==> config.mk <==
export PLATFORM = sky130hd
export DESIGN_NAME = sd_match_logger
export DESIGN_NICKNAME = d
export VERILOG_FILES = /design/src/rtl/sd_match_logger.sv
export SDC_FILE = /design/constraint.sdc
export NUM_CORES = 1
export LEC_CHECK = 0
export CAP_MARGIN = 20
export CORE_UTILIZATION = 59
export DETAILED_ROUTE_END_ITERATION = 10
export PLACE_DENSITY = 0.8
export SLEW_MARGIN = 0
export SYNTH_ARGS = -nofsm -noshare
export SYNTH_HDL_FRONTEND = slang
export SYNTH_SLANG_ARGS = --single-unit
==> constraint.sdc <==
create_clock -name clk -period 2.8 [get_ports clk]
set_clock_uncertainty 0.1 [all_clocks]
set_input_delay 0.56 -clock clk [delete_from_list [all_inputs] [get_ports clk]]
set_output_delay 0.56 -clock clk [all_outputs]
set_load 0.1 [all_outputs]
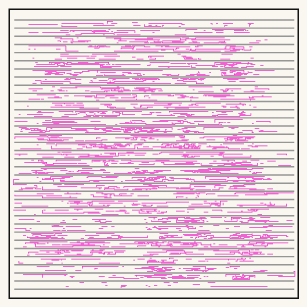
(images/met1.png)
Scale: 3 px per um. Supply wires on this layer in gray.
longest straight run = 24.8 um
nets with wire on the layer = 460
main direction = horizontal
total length of routed wires: 11100 um
M1 GR Usage: 35.7%
count of vias placed by the detailed router: 3531

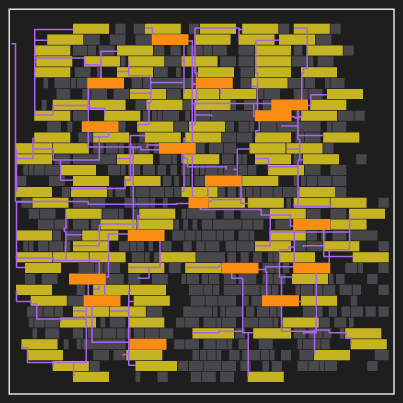
(images/clock_map.png)
Scale: 4 px per um.
clock wires -> purple  # length 1340 um
flip-flops -> yellow  # count 113
cells driving clock nets -> orange  # count 17
flops lie = all over the die
clock latency reported for the late side of the worst-skew pair: 0.51 ns
part of the total power dissipated in the clock network: 39.3%
power attributed to the clock group: 0.00233 W

==> qor.tcl <==
set qor(nonClkBufAreaFrac_pct) 8.13
set qor(top_area_cell) {sky130_fd_sc_hd__dfrtp_1}
set qor(slowest_delay_ns) 0.49
set qor(inv_count) 37
set qor(ir_drop_v) 0.000674
set qor(outcome) {finished clean}
set qor(primary_flip_flop_cell_chosen_by_synthesis_mapping) {sky130_fd_sc_hd__dfrtp_1}
set qor(syn_inst) 439
set qor(comb_share_pct) 32.7
set qor(estimated_wirelength_of_the_detail_placed_design_um) 6810
set qor(layout.non_clock_buffers) 59
set qor(grt_max_degree) 47
set qor(min_cycle_time_layout_ns) 2.60
set qor(vias_in_the_first_global_route) 3685
set qor(largest_register_ff_count) 64
set qor(seq_cell_power_w) 0.00190
set qor(rrSetupSlack_ns) 0.20
set qor(reg2reg_depth) 9
set qor(top_cells_by_count) {113 x sky130_fd_sc_hd__dfrtp_1, 38 x sky130_fd_sc_hd__mux2i_1, 36 x sky130_fd_sc_hd__inv_1}
set qor(timing.final.hold_violations) 0
set qor(grt_overflow) 0
set qor(power.share.combinational_pct) 28.5
set qor(mux_cell_area_share_after_synthesis_pct) 14.3
set qor(final_antenna_net_count) 0
set qor(finalSetupViolations) 0
set qor(floorplan.nets) 453
set qor(gp_congestion) 0.772
set qor(ys.flops) 113
set qor(initial_antenna_violation_count) 0
set qor(core-area_sq_um) 8380
set qor(flops) 113
set qor(nClkBuffers) 18
set qor(grt_first_pass_wirelength_um) 18500
set qor(dp_slack_ns) 0.0720
set qor(worstSetupEndpointType) {flop}
set qor(tool_warnings) 31
set qor(synth_largest_type_area_fraction_pct) 54.5
set qor(grt_use_total_pct) 27.6
set qor(cp.buffers_inverters) 3
set qor(clkTransAtPathRegs_ns) 0.06
set qor(yosys.area_share.adder_pct) 2.17
set qor(power.share.sequential_pct) 32.1
set qor(dominant_power_group) {the clock network}
set qor(cts_root_buf) {sky130_fd_sc_hd__clkbuf_8}
set qor(drc_errors) 0
set qor(io_pins) 34
set qor(vias_per_cell) 5.84
set qor(placed_area_sq_um) 5680
[cells in the final DEF (no fill, tap or decap), drive strengths merged, types with 4 or more instances in the layout]
master / count
xor2: 12
nand2: 11
dfrtp: 113
nand3: 9
a22oi: 16
xnor2: 8
nand4: 4
clkbuf: 18
inv: 42
and3: 10
mux2: 32
ha: 9
a21oi: 7
clkinv: 4
mux2i: 38
bufinv: 5
nor2: 31
nand2b: 18
o2111a: 16
buf: 55
[per-layer routing]
metal | routed length (um) | GRT usage, %
met5 | 0 | 0
met4 | 144 | 12.1
met3 | 627 | 7.66
met2 | 5630 | 43.7
met1 | 4730 | 35.7
[timing repair]
item                       4_1_cts  5_1_grt
resized                          0        1
setup endpoints to repair        0        5
hold buffers                     1        0
setup buffers                    0        0
hold endpoints to repair        31        0
Power and IR drop assume default switching activity.
